### src/rtl/vga_timing_if.sv
// Raster timing bundle between the VGA timing sequencer and its consumers.
// The master drives the raster position, syncs and strobes. The slave supplies the pixel tick and restart.
interface vga_timing_if #(
  parameter int XW = 10,
  parameter int YW = 10
);
  logic          en;
  logic          restart;
  logic [XW-1:0] x;
  logic [YW-1:0] y;
  logic          hsync;
  logic          vsync;
  logic          active;
  logic          line_end;
  logic          frame_end;

  modport master (
    input  en, restart,
    output x, y, hsync, vsync, active, line_end, frame_end
  );

  modport slave (
    output en, restart,
    input  x, y, hsync, vsync, active, line_end, frame_end
  );
endinterface

### src/rtl/vga_timing_ctrl.sv
// Raster sequencer: x/y pixel counters plus horizontal and vertical phase FSMs.
// Syncs and active are registered from the next FSM state, so they line up with x/y.
//
//   state   | meaning
//   PH_ACT  | visible region (x < H_ACTIVE / y < V_ACTIVE)
//   PH_FP   | front porch
//   PH_SYNC | sync pulse, sync output at SYNC_POL
//   PH_BP   | back porch, left when the counter wraps to 0
module vga_timing_ctrl #(
  parameter int H_ACTIVE = 640,
  parameter int H_FP     = 16,
  parameter int H_SYNC   = 96,
  parameter int H_BP     = 48,
  parameter int V_ACTIVE = 480,
  parameter int V_FP     = 10,
  parameter int V_SYNC   = 2,
  parameter int V_BP     = 33,
  parameter int XW       = 10,
  parameter int YW       = 10,
  parameter bit SYNC_POL = 1'b0
) (
  input  logic         clk,
  input  logic         reset,
  vga_timing_if.master bus
);

  typedef enum logic [1:0] {
    PH_ACT  = 2'd0,
    PH_FP   = 2'd1,
    PH_SYNC = 2'd2,
    PH_BP   = 2'd3
  } phase_e;

  localparam int H_TOTAL = H_ACTIVE + H_FP + H_SYNC + H_BP;
  localparam int V_TOTAL = V_ACTIVE + V_FP + V_SYNC + V_BP;

  localparam logic [XW-1:0] H_LAST = XW'(H_TOTAL - 1);
  localparam logic [XW-1:0] H_B1   = XW'(H_ACTIVE);
  localparam logic [XW-1:0] H_B2   = XW'(H_ACTIVE + H_FP);
  localparam logic [XW-1:0] H_B3   = XW'(H_ACTIVE + H_FP + H_SYNC);
  localparam logic [YW-1:0] V_LAST = YW'(V_TOTAL - 1);
  localparam logic [YW-1:0] V_B1   = YW'(V_ACTIVE);
  localparam logic [YW-1:0] V_B2   = YW'(V_ACTIVE + V_FP);
  localparam logic [YW-1:0] V_B3   = YW'(V_ACTIVE + V_FP + V_SYNC);

  // Zero-length phases are skipped by jumping straight to the next non-empty one.
  localparam phase_e H_AFTER_ACT = (H_FP != 0) ? PH_FP : (H_SYNC != 0) ? PH_SYNC : PH_BP;
  localparam phase_e H_AFTER_FP  = (H_SYNC != 0) ? PH_SYNC : PH_BP;
  localparam phase_e V_AFTER_ACT = (V_FP != 0) ? PH_FP : (V_SYNC != 0) ? PH_SYNC : PH_BP;
  localparam phase_e V_AFTER_FP  = (V_SYNC != 0) ? PH_SYNC : PH_BP;

  logic [XW-1:0] x_q, x_d;
  logic [YW-1:0] y_q, y_d;
  phase_e        h_state_q, h_state_d;
  phase_e        v_state_q, v_state_d;
  logic          hsync_q, hsync_d;
  logic          vsync_q, vsync_d;
  logic          active_q, active_d;
  logic          line_end;
  logic          frame_end;

  assign line_end  = bus.en && (x_q == H_LAST);
  assign frame_end = line_end && (y_q == V_LAST);

  always_ff @(posedge clk or negedge reset) begin
    if (!reset) begin
      x_q       <= '0;
      y_q       <= '0;
      h_state_q <= PH_ACT;
      v_state_q <= PH_ACT;
      hsync_q   <= ~SYNC_POL;
      vsync_q   <= ~SYNC_POL;
      active_q  <= 1'b1;
    end else begin
      x_q       <= x_d;
      y_q       <= y_d;
      h_state_q <= h_state_d;
      v_state_q <= v_state_d;
      hsync_q   <= hsync_d;
      vsync_q   <= vsync_d;
      active_q  <= active_d;
    end
  end

  always_comb begin
    x_d = x_q;
    y_d = y_q;
    if (bus.restart) begin
      x_d = '0;
      y_d = '0;
    end else if (bus.en) begin
      x_d = line_end ? '0 : x_q + XW'(1);
      if (line_end) y_d = frame_end ? '0 : y_q + YW'(1);
    end
  end

  // Both FSMs look at the next counter value so the state matches the pixel shown.
  always_comb begin
    h_state_d = h_state_q;
    if (bus.restart) begin
      h_state_d = PH_ACT;
    end else if (bus.en) begin
      if (x_d == '0) begin
        h_state_d = PH_ACT;
      end else begin
        case (h_state_q)
          PH_ACT:  if (x_d == H_B1) h_state_d = H_AFTER_ACT;
          PH_FP:   if (x_d == H_B2) h_state_d = H_AFTER_FP;
          PH_SYNC: if (x_d == H_B3) h_state_d = PH_BP;
          PH_BP:   h_state_d = PH_BP;
          default: h_state_d = PH_ACT;
        endcase
      end
    end
  end

  always_comb begin
    v_state_d = v_state_q;
    if (bus.restart) begin
      v_state_d = PH_ACT;
    end else if (line_end) begin
      if (y_d == '0) begin
        v_state_d = PH_ACT;
      end else begin
        case (v_state_q)
          PH_ACT:  if (y_d == V_B1) v_state_d = V_AFTER_ACT;
          PH_FP:   if (y_d == V_B2) v_state_d = V_AFTER_FP;
          PH_SYNC: if (y_d == V_B3) v_state_d = PH_BP;
          PH_BP:   v_state_d = PH_BP;
          default: v_state_d = PH_ACT;
        endcase
      end
    end else if (bus.en) begin
      if (!(v_state_q inside {PH_ACT, PH_FP, PH_SYNC, PH_BP})) v_state_d = PH_ACT;
    end
  end

  always_comb begin
    hsync_d  = hsync_q;
    vsync_d  = vsync_q;
    active_d = active_q;
    if (bus.restart || bus.en) begin
      hsync_d  = (h_state_d == PH_SYNC) ? SYNC_POL : ~SYNC_POL;
      vsync_d  = (v_state_d == PH_SYNC) ? SYNC_POL : ~SYNC_POL;
      active_d = (h_state_d == PH_ACT) && (v_state_d == PH_ACT);
    end
  end

  assign bus.x         = x_q;
  assign bus.y         = y_q;
  assign bus.hsync     = hsync_q;
  assign bus.vsync     = vsync_q;
  assign bus.active    = active_q;
  assign bus.line_end  = line_end;
  assign bus.frame_end = frame_end;

endmodule

### src/flat_wrapper.sv
// flat-port wrapper written by rule: the top's interface ports become plain ports
module vga_timing_ctrl_flat 
#(
  parameter int H_ACTIVE = 640,
  parameter int H_FP     = 16,
  parameter int H_SYNC   = 96,
  parameter int H_BP     = 48,
  parameter int V_ACTIVE = 480,
  parameter int V_FP     = 10,
  parameter int V_SYNC   = 2,
  parameter int V_BP     = 33,
  parameter int XW       = 10,
  parameter int YW       = 10,
  parameter bit SYNC_POL = 1'b0
)
  (clk, reset, bus_en, bus_restart, bus_x, bus_y, bus_hsync, bus_vsync, bus_active, bus_line_end, bus_frame_end);
  vga_timing_if #(.XW(XW), .YW(YW)) bus_i ();
  input  logic clk;
  input  logic reset;
  input wire logic [$bits(bus_i.en)-1:0] bus_en;
  input wire logic [$bits(bus_i.restart)-1:0] bus_restart;
  output wire logic [$bits(bus_i.x)-1:0] bus_x;
  output wire logic [$bits(bus_i.y)-1:0] bus_y;
  output wire logic [$bits(bus_i.hsync)-1:0] bus_hsync;
  output wire logic [$bits(bus_i.vsync)-1:0] bus_vsync;
  output wire logic [$bits(bus_i.active)-1:0] bus_active;
  output wire logic [$bits(bus_i.line_end)-1:0] bus_line_end;
  output wire logic [$bits(bus_i.frame_end)-1:0] bus_frame_end;
  assign bus_i.en = bus_en;
  assign bus_i.restart = bus_restart;
  assign bus_x = bus_i.x;
  assign bus_y = bus_i.y;
  assign bus_hsync = bus_i.hsync;
  assign bus_vsync = bus_i.vsync;
  assign bus_active = bus_i.active;
  assign bus_line_end = bus_i.line_end;
  assign bus_frame_end = bus_i.frame_end;
  vga_timing_ctrl #(.H_ACTIVE(H_ACTIVE), .H_FP(H_FP), .H_SYNC(H_SYNC), .H_BP(H_BP), .V_ACTIVE(V_ACTIVE), .V_FP(V_FP), .V_SYNC(V_SYNC), .V_BP(V_BP), .XW(XW), .YW(YW), .SYNC_POL(SYNC_POL)) u_core (.clk(clk), .reset(reset), .bus(bus_i));
endmodule
### config.mk
export PLATFORM = sky130hd
export DESIGN_NAME = vga_timing_ctrl_flat
export DESIGN_NICKNAME = d
export VERILOG_FILES = /design/src/rtl/vga_timing_if.sv /design/src/rtl/vga_timing_ctrl.sv /design/src/flat_wrapper.sv
export SDC_FILE = /design/constraint.sdc
export NUM_CORES = 1
export LEC_CHECK = 0
export ABC_CLOCK_PERIOD_IN_PS = 8100
export CORE_ASPECT_RATIO = 1.5
export CORE_MARGIN = 2
export CORE_UTILIZATION = 35
export CTS_CLUSTER_SIZE = 16
export DETAILED_ROUTE_END_ITERATION = 8
export GPL_TIMING_DRIVEN = 0
export SETUP_SLACK_MARGIN = 0.05
export SLEW_MARGIN = 40
export SYNTH_ARGS = -nofsm -noshare
export SYNTH_HDL_FRONTEND = slang
export SYNTH_SLANG_ARGS = --single-unit
### constraint.sdc
create_clock -name clk -period 8.1 [get_ports clk]
set_clock_uncertainty 0.05 [all_clocks]
set_input_delay 0.81 -clock clk [delete_from_list [all_inputs] [get_ports clk]]
set_output_delay 0.81 -clock clk [all_outputs]
set_load 0.01 [all_outputs]
### Signal wires on met3

The bar under the picture is 20 um long.
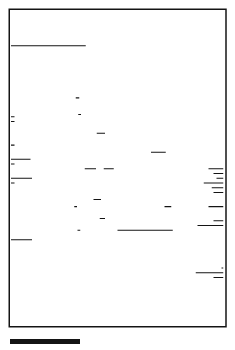
nets with wire on the layer = 27
share of all routed wire = 2.6%
wire length on this layer = 117 um
main direction = horizontal
count of vias placed by the detailed router: 1692
final wirelength: 4530 um
met3 track demand over resource in global routing: 0.0229

### Routing congestion

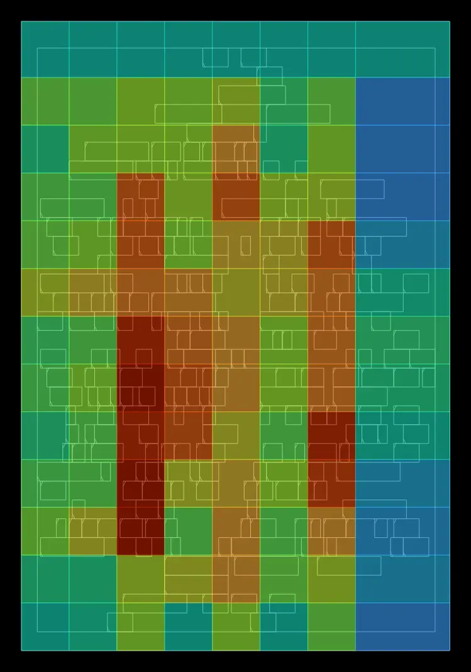
met1 Usage GRT: 0.220
average routed wire per standard cell: 15.2 um
Final Util: 0.445
gr usage total: 0.176

### Signal wires on met2

Cells faint in the background.
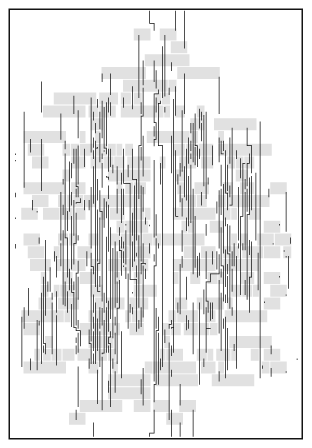
main direction = vertical
share of all routed wire = 52%
global routing usage on met2: 0.289

### Selected gate families

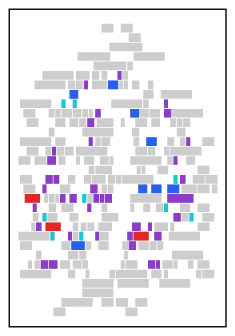
purple -> nand cells  # cells 37
red -> fa/ha/maj cells  # cells 3
blue -> non-inverting ao/oa cells  # cells 8
cyan -> inv cells  # cells 9
Commonest Layout Cell: clkdlybuf4s50_1
tally of non-filler cells in the final layout: 297
combinational share of cell area: 0.465

==> summary.txt <==
initial antenna violation count -> 0
Tap Cells -> 66
Non-Clock Buffer Area Fraction -> 0.144
num rows -> 31
critical register-to-register path endpoint -> u_core.bus.vsync
sequential cell area in the final layout -> 679 um^2
setup slack of the worst register-to-register path -> 4.97 ns
cell total in the yosys stat output -> 200
Pins Over Slew Limit -> 0
biggest cell delay along the critical path -> 0.55 ns
worst hold path startpoint -> u_core.bus.active
library cell with the largest summed area after synthesis -> dfrtp_1
buffers and inverters on the worst path -> 3
AND-OR/OR-AND share of the synthesized area -> 0.209
sw power -> 59.3 uW
final-stage net count -> 239
final instance area -> 2160 um^2
count of input and output buffers -> 27
fraction of layout cells with a size suffix above 1 -> 0.108
final count of hold timing violations -> 0
Worst slew margin -> 0.586
cell area after placement -> 2110 um^2
setup TNS -> 0 ns
Flop+latch power -> 138 uW
top_reg_cell synth -> dfrtp_1
Adders+Majority by Area -> 0.0213
crit path time final -> 3.48 ns
number of multi-input combinational cells in the layout -> 154
number of cells on the critical path -> 7
status -> finished, final reports clean
antenna fix cells -> 0
Boundary Pins -> 29
last element of the critical path -> bus_frame_end
kind of cell with the highest combined delay on the critical path -> buffers and inverters
leakage power figure -> 0.796 nW
endpoint arrival time on the critical path -> 2.62 ns
die height -> 90.9 um
number of buffers added to fix hold violations after cts -> 0
prevailing logic family in the synthesized netlist -> simple AND/OR/NAND/NOR gates
clock sink count -> 27
leading cell types in the layout, fill and taps excluded -> clkdlybuf4s50_1 (26), dfrtp_1 (24), nor2_1 (15), nand2_1 (15), a21oi_1 (15)
share of total power consumed by net switching -> 0.248
layout filler cell count -> 494
# placed instances -> 293
first-pass detailed-route iteration total -> 4
post-route antenna net violation count -> 0
Power and IR drop assume default switching activity.
